final_clocks.png
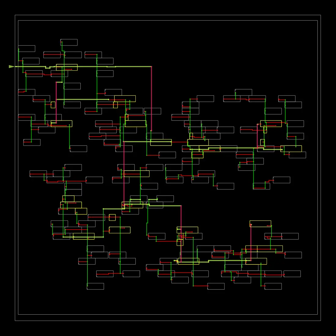
port_nets.png
(3 px per um)
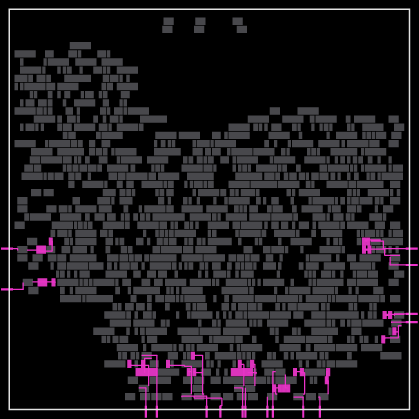
cell_classes.png
(3 px per um) Fill, decap, tap and diode cells in grey.
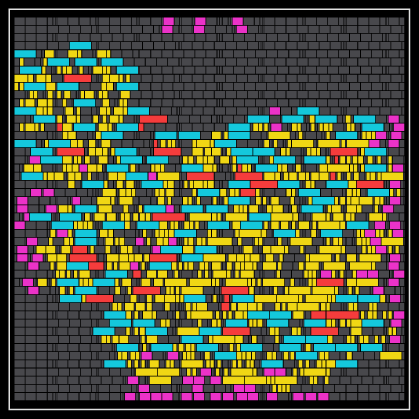
met2.png
(4 px per um)
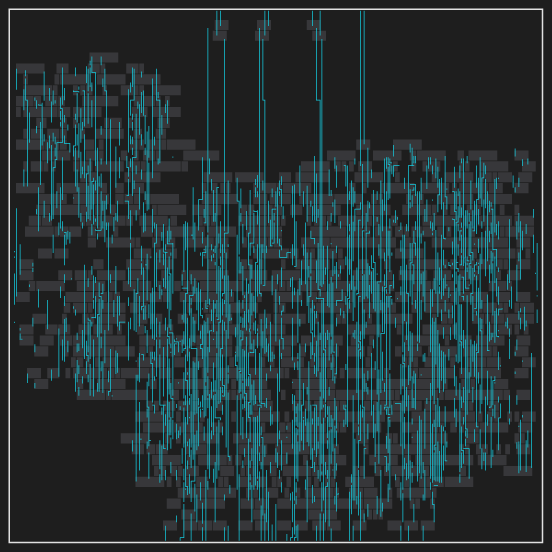
<file path="config.mk">
export PLATFORM = sky130hd
export DESIGN_NAME = hall_telemetry_packetizer
export DESIGN_NICKNAME = d
export VERILOG_FILES = /design/src/rtl/hall_telemetry_packetizer.sv
export SDC_FILE = /design/constraint.sdc
export NUM_CORES = 1
export LEC_CHECK = 0
export CAP_MARGIN = 20
export CORE_UTILIZATION = 39
export DETAILED_ROUTE_END_ITERATION = 10
export PLACE_DENSITY = 0.71
export SLEW_MARGIN = 20
export SYNTH_ARGS = -nofsm -noshare
export SYNTH_HDL_FRONTEND = slang
export SYNTH_SLANG_ARGS = --single-unit
</file>
<file path="constraint.sdc">
create_clock -name CLK -period 6.2 [get_ports CLK]
set_input_delay 1.24 -clock CLK [delete_from_list [all_inputs] [get_ports CLK]]
set_output_delay 1.24 -clock CLK [all_outputs]
set_load 0.05 [all_outputs]
</file>
<file path="src/rtl/hall_telemetry_packetizer.sv">
// Hall-speed telemetry packetizer: on every period tick, snapshots the four
// speed counts and streams a 12-byte framed packet to the UART transmitter.
module hall_telemetry_packetizer #(
  parameter int unsigned PERIOD_CYCLES = 1000000,
  parameter logic [7:0]  HDR0          = 8'hAA,
  parameter logic [7:0]  HDR1          = 8'h55
) (
  input  logic        CLK,
  input  logic        RST,
  input  logic        ENABLE,
  input  logic [15:0] SPEED0,
  input  logic [15:0] SPEED1,
  input  logic [15:0] SPEED2,
  input  logic [15:0] SPEED3,
  output logic [7:0]  TX_DATA,
  output logic        TX_VALID,
  input  logic        TX_READY,
  output logic        BUSY,
  output logic        PKT_DONE,
  output logic        OVERRUN
);

  localparam logic [23:0] PeriodLast = 24'(PERIOD_CYCLES - 1);
  localparam logic [3:0]  LastIdx    = 4'd11;

  typedef enum logic {StIdle, StSend} state_e;

  state_e      state_q, state_d;
  logic [23:0] period_q;
  logic        trigger;
  logic [3:0]  idx_q;
  logic [7:0]  seq_q;
  logic [15:0] snap0_q, snap1_q, snap2_q, snap3_q;
  logic [7:0]  snap_seq_q, snap_chk_q;
  logic        pkt_done_q, overrun_q;
  logic        fire, fire_last;
  logic [7:0]  chk_d;
  logic [7:0]  cur_byte;

  assign trigger   = ENABLE && (period_q == PeriodLast);
  assign fire      = (state_q == StSend) && TX_READY;
  assign fire_last = fire && (idx_q == LastIdx);

  // Checksum over SEQ and the eight speed bytes; carries drop out of the 8-bit sum.
  assign chk_d = seq_q + SPEED0[15:8] + SPEED0[7:0] + SPEED1[15:8] + SPEED1[7:0]
               + SPEED2[15:8] + SPEED2[7:0] + SPEED3[15:8] + SPEED3[7:0];

  // Period counter: held at zero while disabled, wraps on the trigger cycle.
  always_ff @(posedge CLK) begin
    if (RST) begin
      period_q <= '0;
    end else if (!ENABLE || trigger) begin
      period_q <= '0;
    end else begin
      period_q <= period_q + 24'd1;
    end
  end

  // FSM state register.
  always_ff @(posedge CLK) begin
    if (RST) begin
      state_q <= StIdle;
    end else begin
      state_q <= state_d;
    end
  end

  // FSM next-state logic.
  always_comb begin
    state_d = state_q;
    unique case (state_q)
      StIdle: if (trigger)   state_d = StSend;
      StSend: if (fire_last) state_d = StIdle;
    endcase
  end

  // Snapshot capture and byte index; speeds are frozen for the whole packet.
  always_ff @(posedge CLK) begin
    if (RST) begin
      idx_q      <= '0;
      snap0_q    <= '0;
      snap1_q    <= '0;
      snap2_q    <= '0;
      snap3_q    <= '0;
      snap_seq_q <= '0;
      snap_chk_q <= '0;
    end else if (state_q == StIdle && trigger) begin
      idx_q      <= '0;
      snap0_q    <= SPEED0;
      snap1_q    <= SPEED1;
      snap2_q    <= SPEED2;
      snap3_q    <= SPEED3;
      snap_seq_q <= seq_q;
      snap_chk_q <= chk_d;
    end else if (fire && !fire_last) begin
      idx_q <= idx_q + 4'd1;
    end
  end

  // Sequence number, completion pulse and sticky overrun flag.
  always_ff @(posedge CLK) begin
    if (RST) begin
      seq_q      <= '0;
      pkt_done_q <= 1'b0;
      overrun_q  <= 1'b0;
    end else begin
      pkt_done_q <= fire_last;
      if (fire_last) seq_q <= seq_q + 8'd1;
      // A trigger is dropped whenever a packet is still in flight.
      if (trigger && state_q != StIdle) overrun_q <= 1'b1;
    end
  end

  // Byte selection by packet index.
  always_comb begin
    cur_byte = 8'h00;
    case (idx_q)
      4'd0:    cur_byte = HDR0;
      4'd1:    cur_byte = HDR1;
      4'd2:    cur_byte = snap_seq_q;
      4'd3:    cur_byte = snap0_q[15:8];
      4'd4:    cur_byte = snap0_q[7:0];
      4'd5:    cur_byte = snap1_q[15:8];
      4'd6:    cur_byte = snap1_q[7:0];
      4'd7:    cur_byte = snap2_q[15:8];
      4'd8:    cur_byte = snap2_q[7:0];
      4'd9:    cur_byte = snap3_q[15:8];
      4'd10:   cur_byte = snap3_q[7:0];
      4'd11:   cur_byte = snap_chk_q;
      default: cur_byte = 8'h00;
    endcase
  end

  // FSM outputs: the stream is valid for the whole SEND state.
  always_comb begin
    TX_VALID = 1'b0;
    BUSY     = 1'b0;
    TX_DATA  = 8'h00;
    if (state_q == StSend) begin
      TX_VALID = 1'b1;
      BUSY     = 1'b1;
      TX_DATA  = cur_byte;
    end
  end

  assign PKT_DONE = pkt_done_q;
  assign OVERRUN  = overrun_q;

endmodule

</file>
==> ci_impl_report.md <==
## PnR job results

| Metric | Value |
|---|---|
| CP Cell Sequence | `clkdlybuf4s50_1, inv_1, fa_1, inv_1, fa_1, fa_1, inv_1, fa_1, inv_1, ha_1, a211oi_1, o21bai_1, a21oi_1, xnor3_1, nand2_1, a21oi_1` |
| Global Route Usage Sum | `20.3%` |
| Signal inverters | `approximately 85` |
| Placed Cells | `~1100` |
| CTS tree | `done` |
| Slew @ Worst Pin | `1.01 ns` |
| Main logic family | `simple AND/OR/NAND/NOR gates` |
| Seq group | `766 uW` |
| Min cycle time layout | `5.18 ns` |
| CP Capture Point | `snap_chk_q[7]$_SDFFE_PP0P_` |
| Sequential element share of the synthesized area | `between 30% and 40%` |
| Slowest stage delay, CP | `0.61 ns` |
| Metal3 WL | `1.16 mm` |
| Overall power | `2360 uW` |
| Synthesized net count | `around 940` |
| Logic share of the area | `46.0%` |
| Synth mux share | `between 1 and 1.5%` |
| Post-Synth Adder-Cell Area | `16.1%` |
| RSZ-0062 raised after global routing | `no` |
| Max Used Layer | `met4` |
| Area leader, netlist | `dfxtp_1` |
| Flop area | `0.00238 mm^2` |
| CP Class | `primary input to register` |
| CTS Root Cell | `clkbuf_16` |
| Cell Area, Synth | `approximately 0.0067 mm^2` |
| Max Cap Viol | `0` |
| Layout net count | `about 1000` |
| FMAX | `193 MHz` |
| Die area | `0.0177 mm^2` |
| PostCTS Resize Cnt | `0` |
| Largest net degree at the start of global routing | `79` |
| Cts hold-fix bufs | `0` |
| Residual DRC | `0` |
| Iteration-0 DRC Markers | `474` |
| Reg2Reg Setup Slack | `2.02 ns` |
| Tool warning count | `29` |
| Layout area overhead | `22.1%` |
| YS warnings | `0` |
| Crit. End Element | `register` |
| Row cnt | `47` |
| Dominant delay contributor by cell family on the critical path | `adder cells` |
| Seq pwr share | `32.4%` |
| Core Region | `0.0166 mm^2` |
| Total congestion overflow | `0` |
| CP max-delay cell | `fa_1` |
| Synth top cell by count | `nand2_1` |
| Largest class | `combinational gates` |
| Most Used Layer, Global Route | `met2` |
| Comb power frac | `26.4%` |
| FFs & Latches | `119` |
| Metal2 WL | `8.29 mm` |
| Synth Flop Type | `dfxtp_1` |
| Top power group | `clock` |
| Worst path bufs/invs | `5` |
| Startpoint Class | `primary input` |
| GRT met3 Usage | `approximately 4.8%` |
| Stages on worst setup path | `16` |
| Dominant logic cell types in the final layout | `178 x nand2_1, 119 x dfxtp_1, 101 x a21oi_1` |
| Finished Layout Cells | `1108` |
| Layout cells sized above 1 | `4.62%` |
| Max FFs per register | `24` |
| Inserted Diodes | `0` |
| Final Util | `about half` |
| Clock H-tree levels | `4` |
| Compound Share, Synth | `13.8%` |
| Pre-CTS setup slack | `0.577 ns` |
| Sw Share | `27.7%` |
| DR pass1 iterations | `6` |
| Top post-synthesis cells by area | `dfxtp_1 36%, fa_1 13%, nand2_1 10%` |
| Yosys simple share | `a little under a fifth` |
| Asr flop ratio synth | `0%` |
| Vias per std cell | `approximately 5.1` |
| Avg Cell Area, Syn | `8.19 um^2` |
| Int Pwr | `1710 uW` |
| Status | `completed` |
| GPL Wtd Cong | `0.833` |
| Vias in the first global route | `between 5000 and 6000` |
| Placed wire-length estimate | `11.9 mm` |
| Final-report hold violation count | `0` |
| Worst r2r dst | `snap_chk_q[7]$_SDFFE_PP0P_` |
| Comb pwr | `625 uW` |
| WHS | `approximately 0.44 ns` |
| #MultiIn Comb | `565` |
| Worst path arrival time | `5.44 ns` |
| Design Area, Final | `0.00816 mm^2` |
| Clk buf depth | `2` |
| Max-slew headroom | `between 30% and 40%` |
| Maximum VDD drop | `between 200 and 250 uV` |
| Mapped Cells | `816` |
| Clock group | `973 uW` |
| Clock power share | `41.1%` |
| Post-synth cell types | `49` |
| Dominant cell area share | `35.6%` |
| XOR/XNOR Fraction of Synth Area | `roughly 6.2%` |
| GR Util met1 | `26.1%` |
| Layout buffer count excluding clock buffers | `just under 90` |
| Hold path startpoint | `snap1_q[14]$_SDFFE_PP0P_` |
| Initial antenna violation count | `0` |
| Launching point of the worst reg2reg path | `seq_q[3]$_SDFFE_PP0P_` |
| Leakage power | `0.00301 uW` |
| Clock-cell share of area | `just over 7%` |
| Final worst setup slack | `1.02 ns` |
| Setup TNS | `0 ns` |
| Yosys synthesis chip area | `0.00669 mm^2` |
| Critical Path RT | `around 6.5 ns` |
| Cycle use final | `between 80% and 90%` |
| Pwr Density | `290 mW/mm^2` |
| Synth flops | `approximately 120` |
| Most frequent logic cell in the layout | `nand2_1` |
| Die span in y | `~130 um` |
| Placed inst area | `0.00758 mm^2` |
| Tapcell count | `220` |
| Psw | `656 uW` |
| Hold EP | `snap1_q[14]$_SDFFE_PP0P_` |
| Yosys stat cell total | `between 800 and 900` |
| Fp util | `40.2%` |
| Reg2reg path depth | `13` |
| HP Class | `register to register` |
| Filler cells | `1578` |
| Antenna-violating nets left | `0` |
| Setup bufs post-CTS | `0` |
| # setup viols final | `0` |
| DIE WIDTH | `133 um` |
| Slew Viols, Final | `0` |
| Clk latency late pin | `between 0.4 and 0.5 ns` |
| Critical path origin | `SPEED0[3]` |
| Post-Route Skew | `0.00621 ns` |
| M1 wire length | `7.42 mm` |
| First-pass GRT wire length | `27.8 mm` |
| Buffer share of cell area | `10.4%` |
| Seq area share | `29.2%` |
| Top reg by flops | `period_q` |
| Synth cell count leaders | `178 x nand2_1, 119 x dfxtp_1, 101 x a21oi_1` |
| Avg WL per Cell | `15.5 um` |
| Worst-path clk slew | `0.05 ns` |
| MI comb area | `0.00375 mm^2` |
About final_clocks.png:
cts bufs inserted: 17
total clock sinks: 119
clkbuf count: 24

About port_nets.png:
| port | colour | bits | direction | edge | end cells | wire |
|---|---|---|---|---|---|---|
| SPEED0 | magenta | 16 | input | 10 south, 4 east, 2 west | 30 | 307 um |
IO Port Bufs: 79
I/O pin count: 80

About cell_classes.png:
| class | colour | cells |
|---|---|---|
| clock drivers and dummy loads | red | 32 |
| other buffers and delay cells | magenta | 87 |
| flip-flops | cyan | 119 |
| all other logic | yellow | 650 |

About met2.png:
main direction: vertical
share of all routed wire: 48%
wire length on this layer: 8290 um
nets with wire on the layer: 793
longest straight run: 66.2 um
met2 Usage GRT: 33.6%
wirelength, routed: 17.1 mm
Vias: 5647

Power and IR drop assume default switching activity.
